===== config.mk =====
export PLATFORM = sky130hd
export DESIGN_NAME = serial_frame_rx
export DESIGN_NICKNAME = d
export VERILOG_FILES = /design/src/rtl/serial_pkg.sv /design/src/rtl/rx_out_buffer.sv /design/src/rtl/serial_frame_rx.sv
export SDC_FILE = /design/constraint.sdc
export NUM_CORES = 1
export LEC_CHECK = 0
export ABC_CLOCK_PERIOD_IN_PS = 1400
export CELL_PAD_IN_SITES_DETAIL_PLACEMENT = 1
export CELL_PAD_IN_SITES_GLOBAL_PLACEMENT = 2
export CORE_AREA = 2 2 56 58
export DETAILED_ROUTE_END_ITERATION = 6
export DIE_AREA = 0 0 58 60
export PLACE_DENSITY = 0.74
export SYNTH_ARGS = -nofsm -noshare
export SYNTH_HDL_FRONTEND = slang
export SYNTH_SLANG_ARGS = --single-unit

===== constraint.sdc =====
create_clock -name clk -period 1.4 [get_ports clk]
set_input_delay 0.28 -clock clk [delete_from_list [all_inputs] [get_ports clk]]
set_output_delay 0.28 -clock clk [all_outputs]
set_load 0.05 [all_outputs]

===== src/rtl/serial_pkg.sv =====
// Shared serial-link definitions: receive FSM states, line levels and default word width.
package serial_pkg;

    typedef enum logic [1:0] {IDLE, DATA, PARITY, STOP} rx_state_t;

    localparam logic START_BIT = 1'b0;
    localparam logic STOP_BIT  = 1'b1;

    localparam int DEFAULT_NBITS_DATA = 4;

endpackage


===== src/rtl/rx_out_buffer.sv =====
// One-entry valid/ready holding register for received words, with overrun detection
// when a completed frame arrives while the held word has not been taken.
module rx_out_buffer import serial_pkg::*; #(
    parameter int NBITS_DATA = DEFAULT_NBITS_DATA
) (
    input  logic                  clk,
    input  logic                  reset,
    input  logic                  commit,
    input  logic [NBITS_DATA-1:0] commit_data,
    input  logic                  commit_perr,
    input  logic                  commit_ferr,
    input  logic                  rx_ready,
    output logic [NBITS_DATA-1:0] rx_data,
    output logic                  rx_valid,
    output logic                  parity_err,
    output logic                  frame_err,
    output logic                  overrun
);

    // A commit wins over a plain handshake: a word leaving and a new one arriving
    // on the same edge simply replaces the held word and keeps rx_valid high.
    always_ff @(posedge clk or posedge reset) begin
        if (reset) begin
            rx_data    <= '0;
            rx_valid   <= 1'b0;
            parity_err <= 1'b0;
            frame_err  <= 1'b0;
            overrun    <= 1'b0;
        end else begin
            overrun <= 1'b0;
            if (commit) begin
                if (!rx_valid || rx_ready) begin
                    rx_data    <= commit_data;
                    parity_err <= commit_perr;
                    frame_err  <= commit_ferr;
                    rx_valid   <= 1'b1;
                end else begin
                    overrun <= 1'b1;
                end
            end else if (rx_valid && rx_ready) begin
                rx_valid <= 1'b0;
            end
        end
    end

endmodule


===== src/rtl/serial_frame_rx.sv =====
// Serial frame receiver: start bit, LSB-first data, optional even parity, stop bit.
// The FSM advances only on bit_en cycles; finished words go to a one-entry output buffer.
module serial_frame_rx import serial_pkg::*; #(
    parameter int NBITS_DATA = DEFAULT_NBITS_DATA,
    parameter bit PARITY_EN  = 1'b1
) (
    input  logic                  clk,
    input  logic                  reset,
    input  logic                  bit_in,
    input  logic                  bit_en,
    output logic [NBITS_DATA-1:0] rx_data,
    output logic                  rx_valid,
    input  logic                  rx_ready,
    output logic                  parity_err,
    output logic                  frame_err,
    output logic                  overrun,
    output logic                  busy
);

    localparam int CNT_W = $clog2(NBITS_DATA + 1);

    rx_state_t             state;
    logic [NBITS_DATA-1:0] shreg;
    logic [CNT_W-1:0]      cnt;
    logic                  perr;
    logic                  commit;
    logic                  ferr;

    // Bits arrive LSB first, so each new bit enters at the top and the word
    // is right-aligned once all NBITS_DATA bits have been shifted in.
    always_ff @(posedge clk or posedge reset) begin
        if (reset) begin
            state <= IDLE;
            shreg <= '0;
            cnt   <= '0;
            perr  <= 1'b0;
        end else if (bit_en) begin
            case (state)
                IDLE: begin
                    if (bit_in == START_BIT) begin
                        state <= DATA;
                        cnt   <= '0;
                        perr  <= 1'b0;
                    end
                end
                DATA: begin
                    shreg <= {bit_in, shreg[NBITS_DATA-1:1]};
                    cnt   <= cnt + CNT_W'(1);
                    if (cnt == CNT_W'(NBITS_DATA - 1)) begin
                        state <= PARITY_EN ? PARITY : STOP;
                    end
                end
                PARITY: begin
                    perr  <= ^{shreg, bit_in};
                    state <= STOP;
                end
                STOP: begin
                    state <= IDLE;
                end
                default: begin
                    state <= IDLE;
                end
            endcase
        end
    end

    assign commit = bit_en && (state == STOP);
    assign ferr   = (bit_in != STOP_BIT);
    assign busy   = (state != IDLE);

    rx_out_buffer #(
        .NBITS_DATA (NBITS_DATA)
    ) u_out_buffer (
        .clk         (clk),
        .reset       (reset),
        .commit      (commit),
        .commit_data (shreg),
        .commit_perr (perr),
        .commit_ferr (ferr),
        .rx_ready    (rx_ready),
        .rx_data     (rx_data),
        .rx_valid    (rx_valid),
        .parity_err  (parity_err),
        .frame_err   (frame_err),
        .overrun     (overrun)
    );

endmodule


==> impl_metrics.csv, run 1 <==
group,metric,value,unit
clocking,cts.sink_count,18,
placed_design,io_buffers,13,
outcome,violated_checks,"setup timing",
floorplanning,die_h,60,um
placed_design,post_detailed_placement_half_perimeter_wirelength,1.302,mm
logic_synthesis,postSynthRegisterBits,18,
sta,setup_tns,-91.02,ps
floorplanning,number_of_primary_i_o_pins,14,
critical_path,timing.critical_path.from_type,"flop",
drt,drt_first_iter_violations,3,
floorplanning,row_count,20,
clocking,hold_buffers,0,
critical_path,crit_chain,"inv_2 > ha_4 > buf_6 > inv_4 > buf_12",
power_and_ir_drop,vdd.ir_drop.worst,1.236,mV
floorplanning,chipArea,0.003480,mm2
drt,routed_via_density,4.500,
clocking,clockBufferDepth,2,
power_and_ir_drop,report.power.total,0.003514,W
placed_design,placed_cells_incl_taps,124,
sta,achievable_clock_frequency,676.0,MHz
logic_synthesis,synth_top_flop_cell,"sky130_fd_sc_hd__dfrtp_1",
clocking,cts_made_buffers,3,
flow_run,stage_log_warnings,32,
outcome,outcome,"finished with violations",
sta,drv_slew,0,
drt,drtPass1Iterations,2,
layout,post_layout_nonfiller_instances,136,
logic_synthesis,yosysUniqueCellTypes,20,
hold_path,hp-class,"primary input to async pin",
drt,final_antenna_net_count,0,
sta,slew-limit-headroom,82.66,%
global_route,globalRouteTotalUtil,12.36,%
critical_path,critPathBufInv,4,
critical_path,worst_ep_arrival_time,1200,ps
logic_synthesis,synth-edff-count,0,
sta,finalHoldViolations,0,
drt,met3RoutedLength,57,um
sta,layout_setup_ws,-79.36,ps
drt,wl_met2,961,um
sta,setup_viol,3,
global_route,top_usage_layer,"met2",
logic_synthesis,top_cell_area_share,52.71,%
sta,worst_clock_skew,2.169,ps
==> run 1: final cells by class <==
cell class,count,area [um2]
clock buffers,4,36.28
fillers,309,1528
inverters,8,32.53
multi-input cells,39,427.9
flip-flops and latches,18,451.7
well taps,33,41.29
repair buffers,34,385.4
==> run 1: tightest hold or removal path: cells and delay by family <==
family	cells	cell delay (ps)
buffers and inverters	3	690
==> run 1: path summary, 6_finish.rpt <==
path / start / endpoint / slack [ps] / cells after the start
setup / recovery: state[0] / busy / -80 / 5
hold / removal: reset / u_out_buffer.rx_data[3] / 290 / 3
setup reg to reg: state[0] / state[1] / -10 / 6
hold reg to reg: cnt[2] / cnt[2] / 520 / 2
max in group asynchronous: reset / u_out_buffer.rx_valid / 900 / 3
min in group clk: cnt[2] / cnt[2] / 520 / 2
==> run 1: kinds of logic (layout without fill, tap and decap cells) <==
kind of cell	count (synthesis)	after routing	share of synthesized area, %
AND-OR/OR-AND	7	7	6.003
AND/OR/NAND/NOR	9	9	4.685
flip-flops	18	18	52.71
multiplexers	13	13	16.69
adder cells (fa/ha/maj)	7	7	10.25
buffers and inverters	9	46	4.099
XOR/XNOR	3	3	5.564
==> run 1: where the power goes <==
group | total (W) | internal [W] | switching [W]
Sequential | 0.000976 | 0.000762 | 0.000214
Combinational | 0.00222 | 0.00124 | 0.000977
Clock | 0.000321 | 0.000159 | 0.000162
==> run 1: cell usage in the layout, fill, tap and decap left out, drive strengths merged <==
cell type      count
nor2b              1
ha                 7
dfrtp             18
nor2               2
clkbuf             4
xnor3              1
nand3              1
xor2               1
nand2b             1
mux2              10
inv                8
clkdlybuf4s50      4
mux2i              3
xnor2              1
o22ai              1
o21ai              3
a21boi             2
nand2              4
a32o               1
buf               30
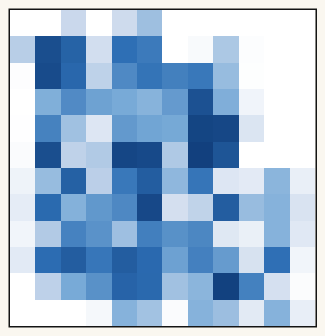
**Above:** run 1 (placement density heat map).
12 x 12 tiles, from white (low) to dark blue (high), 0 to 100% covered.
nearly empty tiles: 21%
fullest tile: 94%
tiles over 75% full: 17%
fin util: 47.37%
area of the core: 0.002903 mm2
Init Core Util: 29.44%

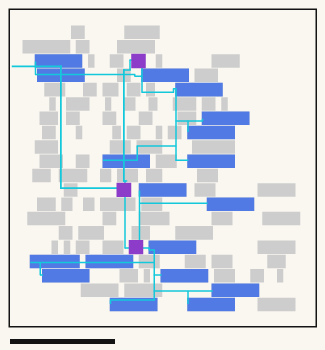
**Above:** run 1 (clock network drawn from the DEF).
The bar under the picture is 20 um long.
[flip-flops] blue | count: 18
[clock wires] cyan | length: 244 um
[clock-net drivers] purple | count: 3
routed clock nets: 4

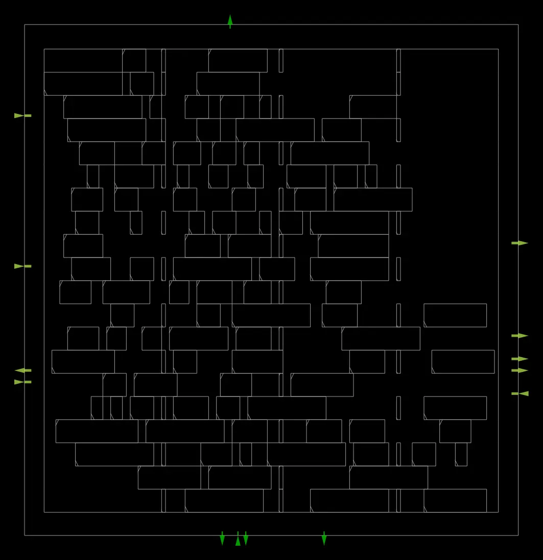
**Above:** run 1 (placed standard cells).
number of well-tap cells placed: 33
Filler Cell Count: 309

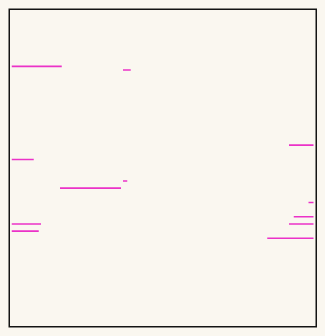
**Above:** run 1 (the metal 3 layer).
share of all routed wire: 3.2%
wire length on this layer: 57.3 um
nets with wire on the layer: 10
grt met3 use: 1.948%
DR vias: 612
aggregate routed wire length: 1.812 mm

--- run 2 (diff from run 1) ---
CORE_AREA = 2 2 51 63   (was 2 2 56 58)
DIE_AREA = 0 0 53 65   (was 0 0 58 60)
PLACE_DENSITY = 0.75   (was 0.74)
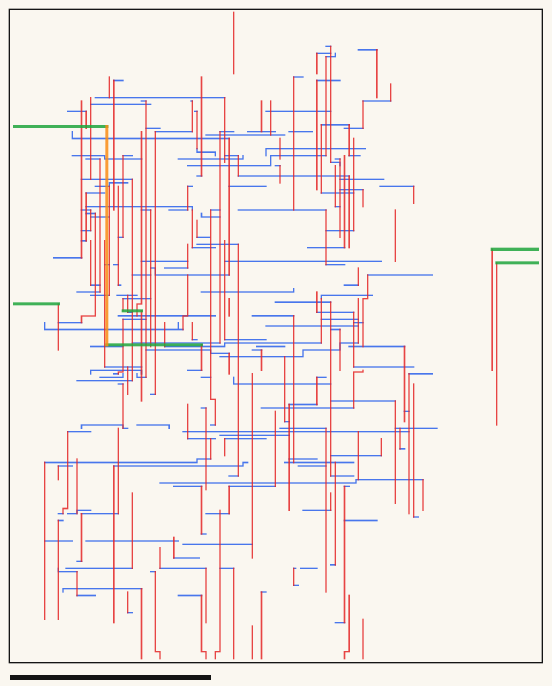
**Above:** run 2 (signal wires by layer).
The bar under the picture is 20 um long.
[M1] blue | wire length: 685 um
[M3] green | wire length: 33.4 um
[M4] orange | wire length: 21.8 um
[M2] red | wire length: 954 um

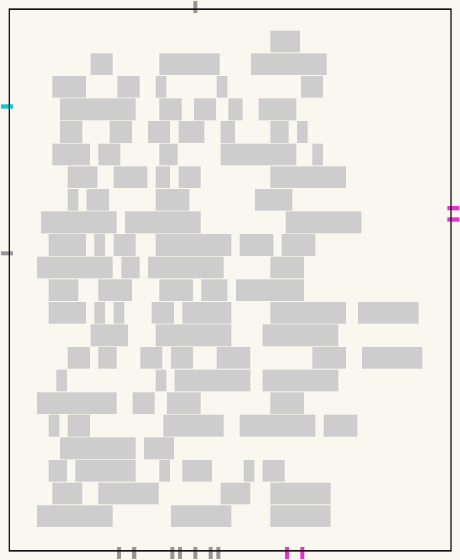
**Above:** run 2 (pin map).
Pins as bars across the die edge, other pins in grey.
[`rx_data`] magenta | pins: 4 | direction: output | edge: 2 bottom, 2 right
[`clk`] cyan | pins: 1 | direction: input | edge: left

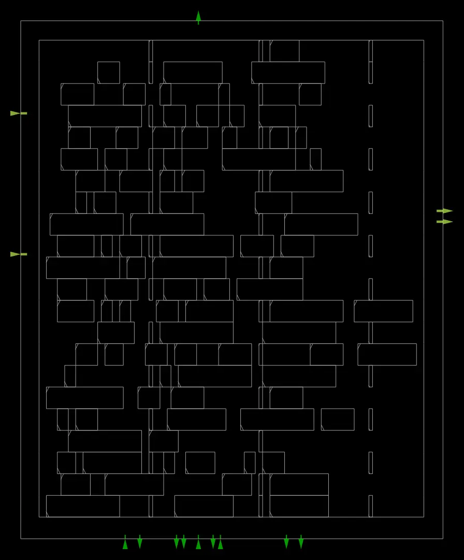
**Above:** run 2 (placed standard cells).
area of the core: 0.002890 mm2
post-layout instance count excluding filler cells: 134
Filler Cell Count: 311
Seq area share: 35.08%

==> impl_metrics.csv, run 2 <==
group,metric,value,unit
critical_path,critPathBufInv,4,
logic_synthesis,yosysUniqueCellTypes,20,
drt,final_antenna_net_count,0,
sta,setup_tns,-366.4,ps
sta,finalHoldViolations,0,
clocking,clockBufferDepth,2,
drt,route.final.wire_length,1.693,mm
drt,routed_via_density,4.291,
placed_design,io_buffers,13,
floorplanning,initCoreUtil,29.57,%
floorplanning,chipArea,0.003445,mm2
power_and_ir_drop,report.power.total,0.003263,W
critical_path,ff2ff_setup_slack,-40,ps
sta,drv_slew,0,
floorplanning,row_count,22,
critical_path,cp-endpoint,"busy",
critical_path,cp_num_cells,5,
critical_path,timing.critical_path.from_type,"flop",
logic_synthesis,top_cell_area_share,52.71,%
critical_path,critical_path.reg2reg.endpoint,"u_out_buffer.rx_data[1]",
flow_run,stage_log_warnings,32,
global_route,globalRouteTotalUtil,11.95,%
critical_path,r2r.worst_path.cells,6,
drt,drtPass1Iterations,2,
outcome,violated_checks,"setup timing",
drt,drt_first_iter_violations,14,
hold_path,hp-class,"primary input to async pin",
sta,layout_setup_ws,-92.19,ps
sta,achievable_clock_frequency,670.2,MHz
drt,via_count,575,
sta,worst_clock_skew,2.921,ps
outcome,outcome,"finished with violations",
floorplanning,number_of_primary_i_o_pins,14,
critical_path,setup.worst_path.start,"state[1]",
layout,final_core_utilization,44.55,%
sta,setup_viol,10,
clocking,cts.sink_count,18,
logic_synthesis,synth_top_flop_cell,"sky130_fd_sc_hd__dfrtp_1",
layout,layout_top_cell_excl_fill_tap,"sky130_fd_sc_hd__dfrtp_1",
logic_synthesis,synth-edff-count,0,
critical_path,worst_ep_arrival_time,1210,ps
run 2: logic make-up (layout without fill, tap and decap cells):
family          after synthesis  in the layout  share of synthesized area [%]
compound gates                7              7                          6.003
simple gates                  9              9                          4.685
xor+xnor                      3              3                          5.564
mux                          13             13                          16.69
flops                        18             18                          52.71
buf+inv                       9             41                          4.099
fa+ha+maj                     7              7                          10.25
run 2: repair_timing:
item / CTS / global route
pin swaps: 1 / 1
endpoints found under the setup margin: 11 / 17
endpoints found under the hold margin: 0 / 0
resized: 7 / 1
gates cloned: 0 / 0
buffers inserted: 3 / 1
run 2: worst register-to-register path, stage by stage, from the launching register on:
cell,delay (ps)
sky130_fd_sc_hd__dfrtp_1,400
sky130_fd_sc_hd__buf_4,140
sky130_fd_sc_hd__ha_1,130
sky130_fd_sc_hd__nand2_1,60
sky130_fd_sc_hd__nor2b_1,110
sky130_fd_sc_hd__buf_4,160
sky130_fd_sc_hd__mux2_2,340
run 2: per-layer routing:
layer | routed length [um] | vias up | track usage (%)
met5 | 0 | - | 0
met4 | 21 | 0 | 5.769
met3 | 33 | 2 | 2.074
met2 | 953 | 6 | 20.94
met1 | 684 | 285 | 13.57
li1 | - | 282 | -
run 2: cell type report:
class                      instances  area (um2)  share of cell area (%)
clock buffer                       4       26.28                   2.041
inverter                           8       32.53                   2.527
multi-input combinational         39       387.9                   30.13
sequential                        18       451.7                   35.08
tap                               36       45.04                   3.499
timing repair buffer              29       344.1                   26.73
run 2: where the power goes:
group	switching (W)	internal [W]
combinational	0.000907	0.00111
clock	0.000155	0.000111
sequential	0.000217	0.000762
total	0.00128	0.00198
--- run 3 (diff from run 2) ---
GPL_TIMING_DRIVEN = 0   (was default)
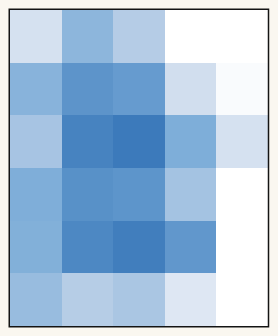
**Above:** run 3 (placement density heat map).
5 x 6 tiles, from white (low) to dark blue (high), 0 to 100% covered.
emptiest ninth of the die: upper right
nearly empty tiles: 17%
fullest tile: 70%
mean over tiles: 36%
densest ninth of the die: centre
Init Core Util: 29.57%
fin util: 44.33%

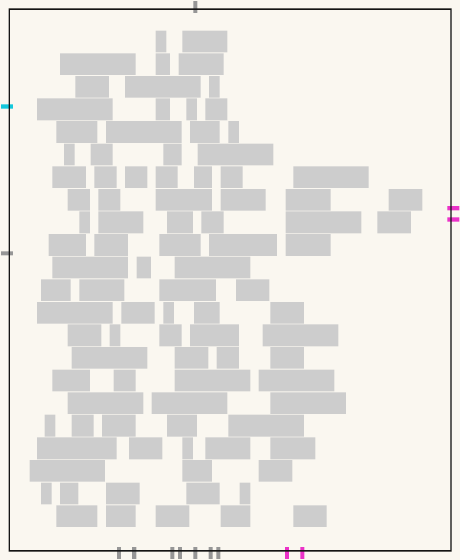
**Above:** run 3 (pin map).
Pins as bars across the die edge, other pins in grey.
[`clk`] cyan | pins: 1 | direction: input | edge: left
[`rx_data`] magenta | pins: 4 | direction: output | edge: 2 bottom, 2 right
width of the die: 53 um
die outline height: 65 um
Port Buf Inserts: 13

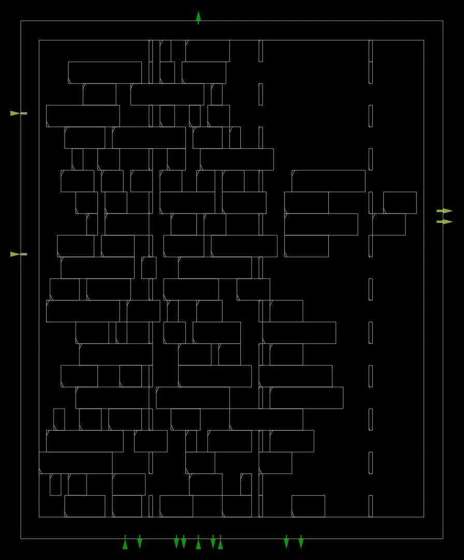
**Above:** run 3 (placed standard cells).
sequential cell count of the final layout: 18
post-layout instance count excluding filler cells: 131
number of well-tap cells placed: 36
Filler Cell Count: 303

==> impl_metrics.csv, run 3 <==
group,metric,value,unit
drt,route.final.wire_length,1.789,mm
outcome,violated_checks,"setup timing",
layout,multiInputGateArea,461.7,um2
logic_synthesis,top_cell_area_share,52.71,%
power_and_ir_drop,pwr.group.sequential,0.000938,W
power_and_ir_drop,swShare,41.12,%
critical_path,cp-endpoint,"state[1]",
floorplanning,chipArea,0.003445,mm2
global_route,globalRouteTotalUtil,11.63,%
sta,achievable_clock_frequency,675.5,MHz
outcome,outcome,"finished with violations",
floorplanning,row_count,22,
power_and_ir_drop,power.clock.total,0.000320,W
logic_synthesis,synth-edff-count,0,
critical_path,setup.worst_path.start,"state[0]",
layout,seq_area,451.7,um2
sta,worst_clock_skew,7.052,ps
sta,setup_viol,7,
drt,drt_first_iter_violations,0,
layout,comb_area_share,36.04,%
power_and_ir_drop,share_clk_of_total_power,10.0,%
logic_synthesis,yosysUniqueCellTypes,20,
sta,layout_setup_ws,-80.48,ps
power_and_ir_drop,report.power.total,0.003198,W
clocking,cts.sink_count,18,
drt,final_antenna_net_count,0,
critical_path,timing.critical_path.from_type,"flop",
power_and_ir_drop,cell_internal_pwr,0.001883,W
drt,via_count,600,
drt,routed_via_density,4.580,
floorplanning,number_of_primary_i_o_pins,14,
layout,signal_buffers,26,
power_and_ir_drop,comb_power_share,60.7,%
power_and_ir_drop,dominant_power_group,"combinational cells",
floorplanning,core,0.002890,mm2
layout,layout.clock_buffers,4,
layout,biggestCellCategory,"combinational gates",
power_and_ir_drop,comb-power,0.00194,W
critical_path,ff2ff_setup_slack,-80,ps
layout,sh_seq_area,35.25,%
layout,nonClkBufAreaFrac,19.82,%
hold_path,hp-class,"primary input to async pin",
flow_run,stage_log_warnings,32,
clocking,clockBufferDepth,2,
critical_path,worst_ep_arrival_time,1670,ps
sta,drv_slew,0,
critical_path,critical_path.reg2reg.endpoint,"state[1]",
==> run 3: layer usage <==
| metal | track usage, % | share of wire (%) | vias up |
|---|---|---|---|
| li1 | - | - | 277 |
| met5 | 0 | 0 | - |
| met4 | 4.808 | 1.5 | 0 |
| met1 | 11.70 | 38 | 312 |
| met3 | 2.765 | 2.7 | 4 |
| met2 | 21.88 | 58 | 7 |
==> run 3: cells by family (layout without fill, tap and decap cells) <==
logic type	after synthesis	count (layout)	share of synthesized area, %
multiplexers	13	13	16.69
adder cells (fa/ha/maj)	7	7	10.25
flip-flops	18	18	52.71
AND/OR/NAND/NOR	9	9	4.685
AND-OR/OR-AND	7	7	6.003
buffers and inverters	9	38	4.099
XOR/XNOR	3	3	5.564
==> run 3: critical path, stage by stage, from the launching register on <==
cell	delay (ps)
sky130_fd_sc_hd__dfrtp_1	420
sky130_fd_sc_hd__buf_4	140
sky130_fd_sc_hd__ha_2	210
sky130_fd_sc_hd__inv_1	100
sky130_fd_sc_hd__o21ai_2	170
sky130_fd_sc_hd__mux2_2	350
==> run 3: timing repair <==
action | 4_1_cts | 5_1_grt
endpoints found under the setup margin | 20 | 16
setup buffers | 7 | 5
resized | 47 | 14
pin swaps | 1 | 2
==> run 3: per-stage QoR <==
| step | area, um2 | setup TNS [ps] | hold WS [ps] | std cells |
|---|---|---|---|---|
| after floorplan | 855.8 | 0 | 218.5 | 66 |
| after global placement | 1031 | -3115 | 470.4 | 115 |
| after detailed placement | 1031 | -3377 | 490.3 | 115 |
| after CTS | 1184 | -109.7 | 415.3 | 126 |
| after global routing | 1281 | -1077 | 458.6 | 131 |
| final | 1281 | -214.4 | 380.4 | 131 |
No activity file was given, so power comes from the tool's default toggle rates.
